<file path="config.mk">
export PLATFORM = sky130hd
export DESIGN_NAME = pipe_stall_ctrl
export DESIGN_NICKNAME = d
export VERILOG_FILES = /design/src/rtl/pipe_ctrl_pkg.sv /design/src/rtl/pipe_stall_ctrl_mdu_timer.sv /design/src/rtl/pipe_stall_ctrl.sv
export SDC_FILE = /design/constraint.sdc
export NUM_CORES = 1
export LEC_CHECK = 0
export ABC_AREA = 1
export CAP_MARGIN = 10
export CORE_ASPECT_RATIO = 1.1
export CORE_UTILIZATION = 49
export CTS_CLUSTER_DIAMETER = 120
export DETAILED_ROUTE_END_ITERATION = 12
export PLACE_DENSITY = 0.78
export SYNTH_ARGS = -nofsm -noshare
export SYNTH_HDL_FRONTEND = slang
export SYNTH_SLANG_ARGS = --single-unit
</file>
<file path="constraint.sdc">
create_clock -name clk -period 1.75 [get_ports clk]
set_clock_uncertainty 0.1 [all_clocks]
set_input_delay 0.35 -clock clk [delete_from_list [all_inputs] [get_ports clk]]
set_output_delay 0.35 -clock clk [all_outputs]
set_load 0.03 [all_outputs]
</file>
<file path="src/rtl/pipe_ctrl_pkg.sv">
// Shared definitions for the pipeline stall/flush controller.
//   mdu_state_e    : MDU busy-timer states (IDLE, MUL, DIV)
//   MUL_CYCLES_DEF : default busy cycles for mult/multu
//   DIV_CYCLES_DEF : default busy cycles for div/divu
//   MDU_CNT_W      : width of the MDU down-counter
//   PERF_SAT       : value at which the performance counters stop counting
package pipe_ctrl_pkg;

  typedef enum logic [1:0] {
    IDLE = 2'd0,
    MUL  = 2'd1,
    DIV  = 2'd2
  } mdu_state_e;

  localparam int unsigned MUL_CYCLES_DEF = 5;
  localparam int unsigned DIV_CYCLES_DEF = 10;
  localparam int unsigned MDU_CNT_W      = 4;
  localparam logic [31:0] PERF_SAT       = 32'hFFFF_FFFF;

endpackage

</file>
<file path="src/rtl/pipe_stall_ctrl_mdu_timer.sv">
// Multi-cycle multiply/divide busy timer.
//   clk          : system clock, rising edge
//   reset        : asynchronous active-low reset
//   mdu_start_E  : valid mult/multu/div/divu in E
//   mdu_is_div_E : 1 = divide, 0 = multiply (qualified by mdu_start_E)
//   exc_req_M    : exception in M; suppresses a start in the same cycle
//   mdu_busy     : MDU occupied, including the start cycle
//   hilo_we      : one-cycle HI/LO write strobe in the last busy cycle
import pipe_ctrl_pkg::*;

module mdu_timer #(
  parameter int unsigned MUL_CYCLES = MUL_CYCLES_DEF,
  parameter int unsigned DIV_CYCLES = DIV_CYCLES_DEF
) (
  input  logic clk,
  input  logic reset,
  input  logic mdu_start_E,
  input  logic mdu_is_div_E,
  input  logic exc_req_M,
  output logic mdu_busy,
  output logic hilo_we
);

  localparam logic [MDU_CNT_W-1:0] MUL_LD = MDU_CNT_W'(MUL_CYCLES);
  localparam logic [MDU_CNT_W-1:0] DIV_LD = MDU_CNT_W'(DIV_CYCLES);

  mdu_state_e             state_q, state_d;
  logic [MDU_CNT_W-1:0]   cnt_q, cnt_d;
  logic                   start_ok;

  // An instruction flushed by an exception in the same cycle never starts.
  assign start_ok = mdu_start_E & ~exc_req_M;

  always_comb begin
    state_d = state_q;
    cnt_d   = cnt_q;
    hilo_we = 1'b0;
    case (state_q)
      IDLE: begin
        if (start_ok) begin
          state_d = mdu_is_div_E ? DIV : MUL;
          cnt_d   = mdu_is_div_E ? DIV_LD : MUL_LD;
        end
      end
      MUL, DIV: begin
        // Keeps counting through dm_wait freezes and exceptions; a start
        // seen here is ignored because decode never lets it happen.
        cnt_d = cnt_q - 1'b1;
        if (cnt_q == MDU_CNT_W'(1)) begin
          hilo_we = 1'b1;
          state_d = IDLE;
        end
      end
      default: begin
        state_d = IDLE;
        cnt_d   = '0;
      end
    endcase
  end

  // Busy already in the start cycle so a following mfhi in D stalls at once;
  // gated by reset so nothing is reported while the controller is held.
  assign mdu_busy = reset & ((state_q != IDLE) | start_ok);

  always_ff @(posedge clk or negedge reset) begin
    if (!reset) begin
      state_q <= IDLE;
      cnt_q   <= '0;
    end else begin
      state_q <= state_d;
      cnt_q   <= cnt_d;
    end
  end

endmodule

</file>
<file path="src/rtl/pipe_stall_ctrl.sv">
// Central stall/flush controller for the five-stage pipeline.
//   clk, reset             : clock (rising edge), async active-low reset
//   hazard_D               : load-use hazard in decode
//   mdu_start_E            : mult/div starts in E
//   mdu_is_div_E           : 1 = div/divu, 0 = mult/multu
//   mdu_use_D              : instruction in D touches HI/LO or the MDU
//   dm_wait                : data memory not ready, freeze the pipeline
//   exc_req_M              : exception taken on the instruction in M
//   en_F/en_D/en_E/en_M    : enables for PC, IF/ID, ID/EX, EX/MEM
//   clr_D/clr_E/clr_M/clr_W: synchronous bubble of IF/ID, ID/EX, EX/MEM, MEM/WB
//   mdu_busy, hilo_we      : MDU occupancy and HI/LO write strobe
//   stall_cnt, freeze_cnt  : saturating stall / freeze cycle counters
import pipe_ctrl_pkg::*;

module pipe_stall_ctrl #(
  parameter int unsigned MUL_CYCLES = MUL_CYCLES_DEF,
  parameter int unsigned DIV_CYCLES = DIV_CYCLES_DEF
) (
  input  logic        clk,
  input  logic        reset,
  input  logic        hazard_D,
  input  logic        mdu_start_E,
  input  logic        mdu_is_div_E,
  input  logic        mdu_use_D,
  input  logic        dm_wait,
  input  logic        exc_req_M,
  output logic        en_F,
  output logic        en_D,
  output logic        en_E,
  output logic        en_M,
  output logic        clr_D,
  output logic        clr_E,
  output logic        clr_M,
  output logic        clr_W,
  output logic        mdu_busy,
  output logic        hilo_we,
  output logic [31:0] stall_cnt,
  output logic [31:0] freeze_cnt
);

  logic        mdu_stall;
  logic        stall;
  logic        stall_inc;
  logic        freeze_inc;
  logic [31:0] stall_cnt_q, stall_cnt_d;
  logic [31:0] freeze_cnt_q, freeze_cnt_d;

  function automatic logic [31:0] sat_inc(input logic [31:0] v, input logic inc);
    return (inc && (v != PERF_SAT)) ? v + 32'd1 : v;
  endfunction

  mdu_timer #(
    .MUL_CYCLES (MUL_CYCLES),
    .DIV_CYCLES (DIV_CYCLES)
  ) u_timer (
    .clk          (clk),
    .reset        (reset),
    .mdu_start_E  (mdu_start_E),
    .mdu_is_div_E (mdu_is_div_E),
    .exc_req_M    (exc_req_M),
    .mdu_busy     (mdu_busy),
    .hilo_we      (hilo_we)
  );

  assign mdu_stall = mdu_use_D & mdu_busy;
  assign stall     = hazard_D | mdu_stall;

  // Priority: exception flush > memory freeze > decode stall > run.
  always_comb begin
    en_F  = 1'b1;
    en_D  = 1'b1;
    en_E  = 1'b1;
    en_M  = 1'b1;
    clr_D = 1'b0;
    clr_E = 1'b0;
    clr_M = 1'b0;
    clr_W = 1'b0;
    if (!reset) begin
      en_F = 1'b0;
      en_D = 1'b0;
      en_E = 1'b0;
      en_M = 1'b0;
    end else if (exc_req_M) begin
      // Younger instructions are squashed; the one in M becomes a bubble
      // while W still retires.
      clr_D = 1'b1;
      clr_E = 1'b1;
      clr_M = 1'b1;
    end else if (dm_wait) begin
      // Everything holds; W is bubbled so the instruction there does not
      // write back twice.
      en_F  = 1'b0;
      en_D  = 1'b0;
      en_E  = 1'b0;
      en_M  = 1'b0;
      clr_W = 1'b1;
    end else if (stall) begin
      en_F  = 1'b0;
      en_D  = 1'b0;
      clr_E = 1'b1;
    end
  end

  assign stall_inc  = stall & ~exc_req_M & ~dm_wait;
  assign freeze_inc = dm_wait & ~exc_req_M;

  always_comb begin
    stall_cnt_d  = sat_inc(stall_cnt_q, stall_inc);
    freeze_cnt_d = sat_inc(freeze_cnt_q, freeze_inc);
  end

  always_ff @(posedge clk or negedge reset) begin
    if (!reset) begin
      stall_cnt_q  <= '0;
      freeze_cnt_q <= '0;
    end else begin
      stall_cnt_q  <= stall_cnt_d;
      freeze_cnt_q <= freeze_cnt_d;
    end
  end

  assign stall_cnt  = stall_cnt_q;
  assign freeze_cnt = freeze_cnt_q;

endmodule

</file>
### Cell placement

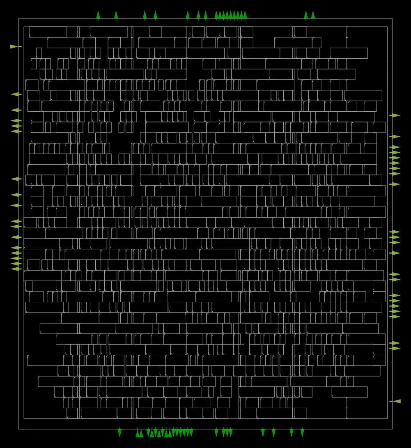
fillers: 764
end-of-flow core utilization: 72.7%
Flops: 70

### I/O nets highlighted

The bar under the picture is 20 um long.
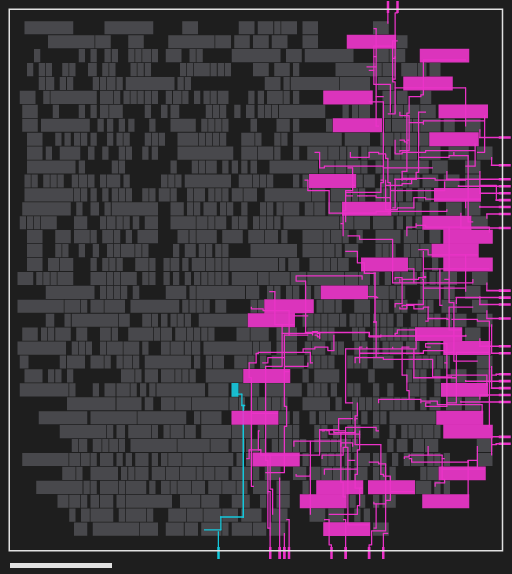
port	color	bits	direction	edge	end cells	buffers	wire
clr_E	cyan	1	output	south	1	1	38.7 um
freeze_cnt	magenta	32	output	22 east, 8 south, 2 north	32	33	1,610 um
Ports: 82
I/O Buffers: 81

### Cell sizes after repair

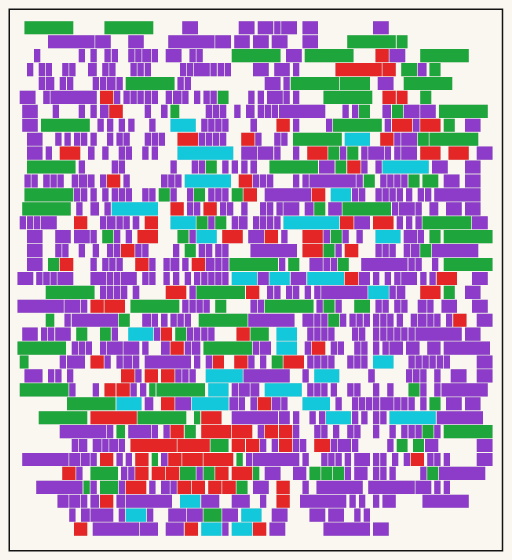
size	color	cells	share
_2 cells	green	108	12%
_6 and larger	cyan	33	3.6%
_3 and _4 cells	red	97	11%
_0 and _1 cells	purple	668	74%
Area growth, synth to finish: 43.3%
count of plain and timing-repair buffers: 154
post-layout instance area: 6830 um2
worst-case setup margin in the final layout: -256 ps

==> out/notes.md <==
Run
- max-cap violation count: 0

Logic synthesis
- Synth cell types: 26
- top cells by instance count after synthesis: nand2_1 (375), nor2_1 (106), dfrtp_1 (70)
- dominant register cell in the synthesized netlist: dfrtp_1

Route
- Highest Signal Layer: met4

STA
- minimum clock period after layout: 2010 ps
- worst-case setup margin in the final layout: -256 ps
- Setup-failing EPs final: 33
- unrepaired setup endpoints after global routing: true
- count of final hold-check violations: 0

Final layout
- post-route non-filler standard cell count: 1,023
- top logic cells by instance count in the layout: nand2_1 (335), nor2_1 (86), buf_4 (64)
- most used logic cell in the final layout: nand2_1

Run status
- result of the run: complete, but fails checks
- violations in the final reports: negative setup slack

GRT
- peak-usage layer in the global routing report: met2

Worst setup path
- maximum fanout along the worst path: 2

Pwr
- power dissipated by switching net loads: 2020 uW
- combinational fraction of design power: 37.5%
- power share of the sequential group: 38.0%

### Routed metal, one color a layer

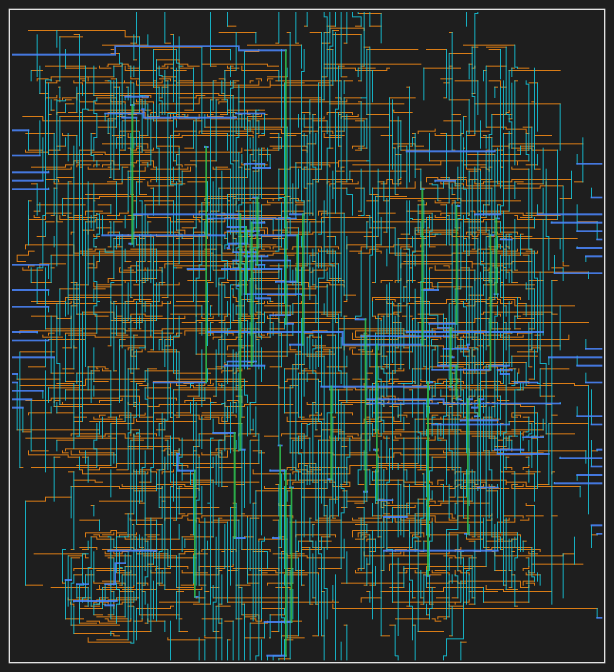
layer	color	wire length
metal 3	blue	703 um
metal 1	orange	5,950 um
metal 2	cyan	7,800 um
metal 4	green	537 um
average wire length per cell after detail routing: 14.6 um
total wirelength of the detailed-routed design: 15.0 mm
detailed-route via count: 5,319
global-route usage over all layers: 28.5%

### Placed cells, one color a class

Fill, decap, tap and diode cells in gray.
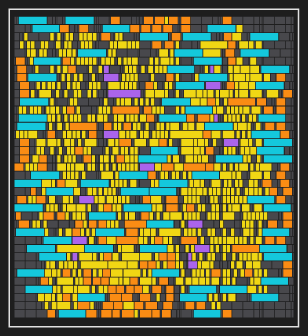
class	color	cells	share of their area
flops	cyan	70	27%
other buffers and delay cells	orange	154	21%
combinational and other logic	yellow	666	49%
clock drivers and dummy loads	purple	16	2.8%
fraction of area in registers: 26.3%
count of standard-cell rows: 37
CORE AREA: 9400 um2

Power figures rest on the tool's default switching activity, not on a simulated workload.
